### config.mk
export PLATFORM = sky130hd
export DESIGN_NAME = lock_guard_ctrl
export DESIGN_NICKNAME = d
export VERILOG_FILES = /design/src/rtl/lock_guard_ctrl.sv
export SDC_FILE = /design/constraint.sdc
export NUM_CORES = 1
export LEC_CHECK = 0
export ABC_AREA = 0
export CAP_MARGIN = 20
export CORE_UTILIZATION = 40
export DETAILED_ROUTE_END_ITERATION = 6
export PLACE_DENSITY = 0.56
export SYNTH_ARGS = -nofsm -noshare
export SYNTH_HDL_FRONTEND = slang
export SYNTH_SLANG_ARGS = --single-unit
### constraint.sdc
create_clock -name clk -period 4.92 [get_ports clk]
set_input_delay 0.492 -clock clk [delete_from_list [all_inputs] [get_ports clk]]
set_output_delay 0.492 -clock clk [all_outputs]
set_load 0.02 [all_outputs]
### src/rtl/lock_guard_ctrl.sv
// Lock front-end controller: debounced command pulses,
// failed-attempt counting, timed lockout and alarm.
module lock_guard_ctrl #(
  parameter int TICK_DIV     = 50_000_000,
  parameter int DEBOUNCE_CYC = 1_000_000,
  parameter int MAX_FAILS    = 3,
  parameter int LOCKOUT_SEC  = 30,
  parameter int MAX_LOCKOUTS = 2
) (
  input  logic       clk,
  input  logic       rst,
  input  logic       ent_raw,
  input  logic       clr_raw,
  input  logic       change_raw,
  input  logic       try_valid,
  input  logic       try_match,
  output logic       ent_p,
  output logic       clr_p,
  output logic       change_p,
  output logic       lockout,
  output logic       alarm,
  output logic       blink,
  output logic [2:0] fail_cnt,
  output logic [5:0] remain_sec
);

  localparam int PW = (TICK_DIV > 1) ? $clog2(TICK_DIV) : 1;
  localparam int DW = $clog2(DEBOUNCE_CYC + 1);

  typedef enum logic [1:0] {
    READY,
    COOLDOWN,
    ALARM
  } state_t;

  state_t        state;
  logic [1:0]    lock_cnt;
  logic [PW-1:0] pre_cnt;
  logic          wrap;
  logic          sec_tick;
  logic [2:0]    raw;
  logic [2:0]    sync1;
  logic [2:0]    sync2;
  logic [2:0]    lvl;
  logic [2:0]    rise;
  logic [2:0]    pend;
  logic [2:0]    grant;
  logic [DW-1:0] db_cnt [3];

  assign wrap     = (pre_cnt == PW'(TICK_DIV - 1));
  assign sec_tick = wrap & blink;

  // Free-running half-second prescaler driving blink
  always_ff @(posedge clk or negedge rst) begin
    if (!rst) begin
      pre_cnt <= '0;
      blink   <= 1'b0;
    end else if (wrap) begin
      pre_cnt <= '0;
      blink   <= ~blink;
    end else begin
      pre_cnt <= pre_cnt + 1'b1;
    end
  end

  // Bit order: 0 = clr, 1 = ent, 2 = change
  assign raw = {change_raw, ent_raw, clr_raw};

  // Accepted level is about to go 0->1
  always_comb begin
    rise = '0;
    for (int i = 0; i < 3; i++) begin
      rise[i] = sync2[i] & ~lvl[i] &
                (db_cnt[i] == DW'(DEBOUNCE_CYC - 1));
    end
  end

  // Synchronise and debounce each button
  always_ff @(posedge clk or negedge rst) begin
    if (!rst) begin
      sync1 <= '0;
      sync2 <= '0;
      lvl   <= '0;
      for (int i = 0; i < 3; i++) begin
        db_cnt[i] <= '0;
      end
    end else begin
      sync1 <= raw;
      sync2 <= sync1;
      for (int i = 0; i < 3; i++) begin
        if (sync2[i] == lvl[i]) begin
          db_cnt[i] <= '0;
        end else if (db_cnt[i] == DW'(DEBOUNCE_CYC - 1)) begin
          lvl[i]    <= sync2[i];
          db_cnt[i] <= '0;
        end else begin
          db_cnt[i] <= db_cnt[i] + 1'b1;
        end
      end
    end
  end

  // Fixed priority: clr over ent over change
  always_comb begin
    grant = '0;
    if (pend[0]) begin
      grant = 3'b001;
    end else if (pend[1]) begin
      grant = 3'b010;
    end else if (pend[2]) begin
      grant = 3'b100;
    end
  end

  // Pending flags and one registered pulse per cycle
  always_ff @(posedge clk or negedge rst) begin
    if (!rst) begin
      pend     <= '0;
      clr_p    <= 1'b0;
      ent_p    <= 1'b0;
      change_p <= 1'b0;
    end else if (state != READY) begin
      pend     <= '0;
      clr_p    <= 1'b0;
      ent_p    <= 1'b0;
      change_p <= 1'b0;
    end else begin
      pend     <= (pend & ~grant) | rise;
      clr_p    <= grant[0];
      ent_p    <= grant[1];
      change_p <= grant[2];
    end
  end

  // Attempt counting, lockout timer and alarm
  always_ff @(posedge clk or negedge rst) begin
    if (!rst) begin
      state      <= READY;
      fail_cnt   <= '0;
      lock_cnt   <= '0;
      remain_sec <= '0;
      lockout    <= 1'b0;
      alarm      <= 1'b0;
    end else begin
      unique case (state)
        READY: begin
          if (try_valid) begin
            if (try_match) begin
              fail_cnt <= '0;
              lock_cnt <= '0;
            end else if (fail_cnt == 3'(MAX_FAILS - 1)) begin
              fail_cnt <= 3'(MAX_FAILS);
              lockout  <= 1'b1;
              if (lock_cnt == 2'(MAX_LOCKOUTS - 1)) begin
                state <= ALARM;
                alarm <= 1'b1;
              end else begin
                state      <= COOLDOWN;
                remain_sec <= 6'(LOCKOUT_SEC);
                lock_cnt   <= lock_cnt + 1'b1;
              end
            end else begin
              fail_cnt <= fail_cnt + 1'b1;
            end
          end
        end
        COOLDOWN: begin
          if (sec_tick) begin
            if (remain_sec == 6'd1) begin
              state      <= READY;
              fail_cnt   <= '0;
              remain_sec <= '0;
              lockout    <= 1'b0;
            end else begin
              remain_sec <= remain_sec - 1'b1;
            end
          end
        end
        ALARM: begin
          lockout <= 1'b1;
          alarm   <= 1'b1;
        end
        default: begin
          state <= READY;
        end
      endcase
    end
  end

endmodule

**M1 wires**

Bar = 20 um.
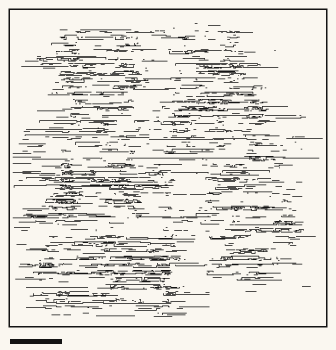
- longest straight run: 50.1 um
- share of all routed wire: 49%
- main direction: horizontal
- wire length on this layer: 5340 um
total via count in the routed design: 4028
met1 global-route usage: 0.226
total routed wirelength: 11.0 mm

**The metal 2 layer**

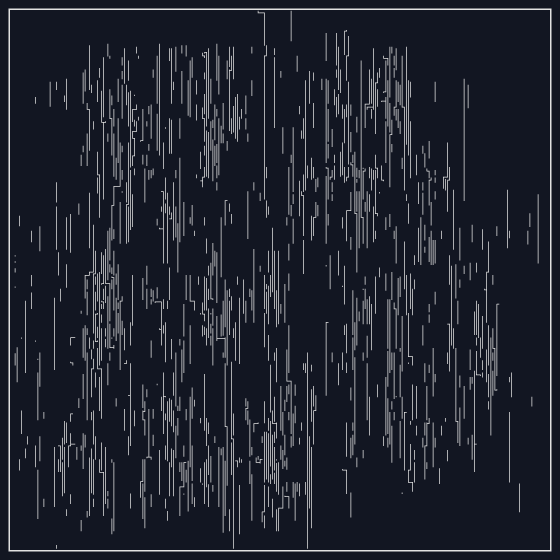
- nets with wire on the layer: 505
- wire length on this layer: 4960 um
- main direction: vertical

**Metal 3**

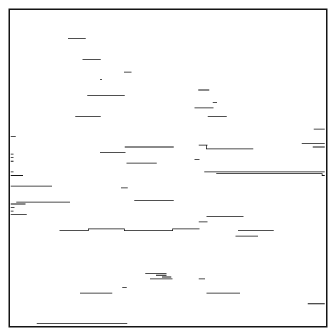
- wire length on this layer: 485 um
- longest straight run: 45.8 um
- share of all routed wire: 4.4%
met3 demand-to-capacity share in global routing: 0.0439

[synthesized netlist by cell type (2+ instances only)]
cell and n:
and3_1 18, or2_2 5, a22o_2 2, nor2_1 102, nor3b_1 3, a22oi_1 2
nand2b_1 3, buf_2 2, nand3_1 35, xnor2_1 39, and4_2 2, nor4b_1 4
xor2_1 38, dfrtp_1 117, or3_1 2, nor2b_1 5, and2_1 7, o2bb2ai_1 3
a21oi_1 3, and4_1 5, o2111ai_1 2, o21ai_0 7, nor4_1 10, buf_4 3
nand4_1 15, mux2_2 4, clkbuf_1 3, nor3_1 12, inv_1 19, nor4b_2 2
ha_1 12, nand2_1 38, nand3b_1 2, a31oi_1 4
[state kept, by name, indices dropped and copies added, names as in the netlist]
register and count:
sync2 3, clr_p 1, change_p 1, remain_sec 6, lock_cnt 2, sync1 3
ent_p 1, lvl 3, db_cnt 60, state 2, pre_cnt 26, alarm 1
lockout 1, blink 1, pend 3, fail_cnt 3
[power groups by stage]
stage	logic [mW]	registers (mW)	clock network [mW]
6_report	0.0470	0.980	1.34
2_1_floorplan	0.0210	0.995	0
4_1_cts	0.0498	0.980	1.37
3_5_place_dp	0.0494	0.997	0
3_3_place_gp	0.0488	0.996	0
5_1_grt	0.0567	0.981	1.41
[per-layer routing]
layer | up-vias | share of wire | GRT usage
li1 | 1966 | - | -
met4 | 0 | 0.017 | 0.0818
met1 | 1975 | 0.49 | 0.226
met5 | - | 0 | 0
met3 | 17 | 0.044 | 0.0439
met2 | 70 | 0.45 | 0.272
[worst max-delay path: stages (launching register included)]
cell and delay [ns]:
dfrtp_1 0.38, ha_1 0.21, and4_4 0.28, nand2_2 0.10, nor4_4 0.56, o21ai_2 0.21, o31a_1 0.27
==> qor.log <==
qor: placement.place.gp.congestion 0.785
qor: layout.largest_cell_class sequential cells
qor: critical_path.critical_path.max_fanout 9
qor: critical_path.worst_setup_path_start_kind register
qor: placement.placement.io_buffers 21
qor: logic_synthesis.top_cell_area_share 0.520
qor: status.outcome completed
qor: logic_synthesis.synthMuxAreaShare 0.00978
qor: critical_path.rr_worst_depth 6
qor: timing.highest_achievable_clock_rate 472 MHz
qor: floorplanning.floorplan.core_util 0.417
qor: global_route.number_of_antenna_violations_at_the_first_check_in_global_routing 0
qor: layout.area.combinational 2590 um2
qor: layout.design_area 6670 um2
qor: layout.num-nonclk-inverters 19
qor: global_route.largest_net_degree_at_the_start_of_global_routing 74
qor: floorplanning.die-area 14600 um2
qor: logic_synthesis.netlist_instances 552
qor: logic_synthesis.yosysCellCount 552
qor: critical_path.critPathCapture remain_sec[5]
qor: layout.layout_cells_sized_above_1 0.100
qor: layout.clock_tree_area_fraction 0.0957
qor: timing.finalWorstSetupSlack 2.80 ns
qor: layout.final_util 0.494
qor: global_route.globalRouteOverflowTotal 0
qor: layout.diodes 0
qor: clocking.clock_tree.buffer_depth 2
qor: logic_synthesis.post_synth_ao_oa_area_fraction 0.0413
qor: logic_synthesis.synth_area 5630 um2
qor: pwr.design_power_total 2.37 mW
qor: placement.detailedPlace.worstSlack 2.70 ns
qor: drt.antenna_left 0
qor: hold_path.worstHoldPathType primary input to asynchronous set/reset pin
qor: logic_synthesis.synth.yosys.seq_area_share 0.520
qor: logic_synthesis.netlist_top_cells_area dfrtp_1, nor2_1, xnor2_1
qor: layout.final.signal_buffer_count 23
qor: layout.area_delta_synth_final 18.4%
qor: drt.wire_per_inst 14.2 um
qor: timing.max_slew_margin 0.383
Power and IR drop assume default switching activity.
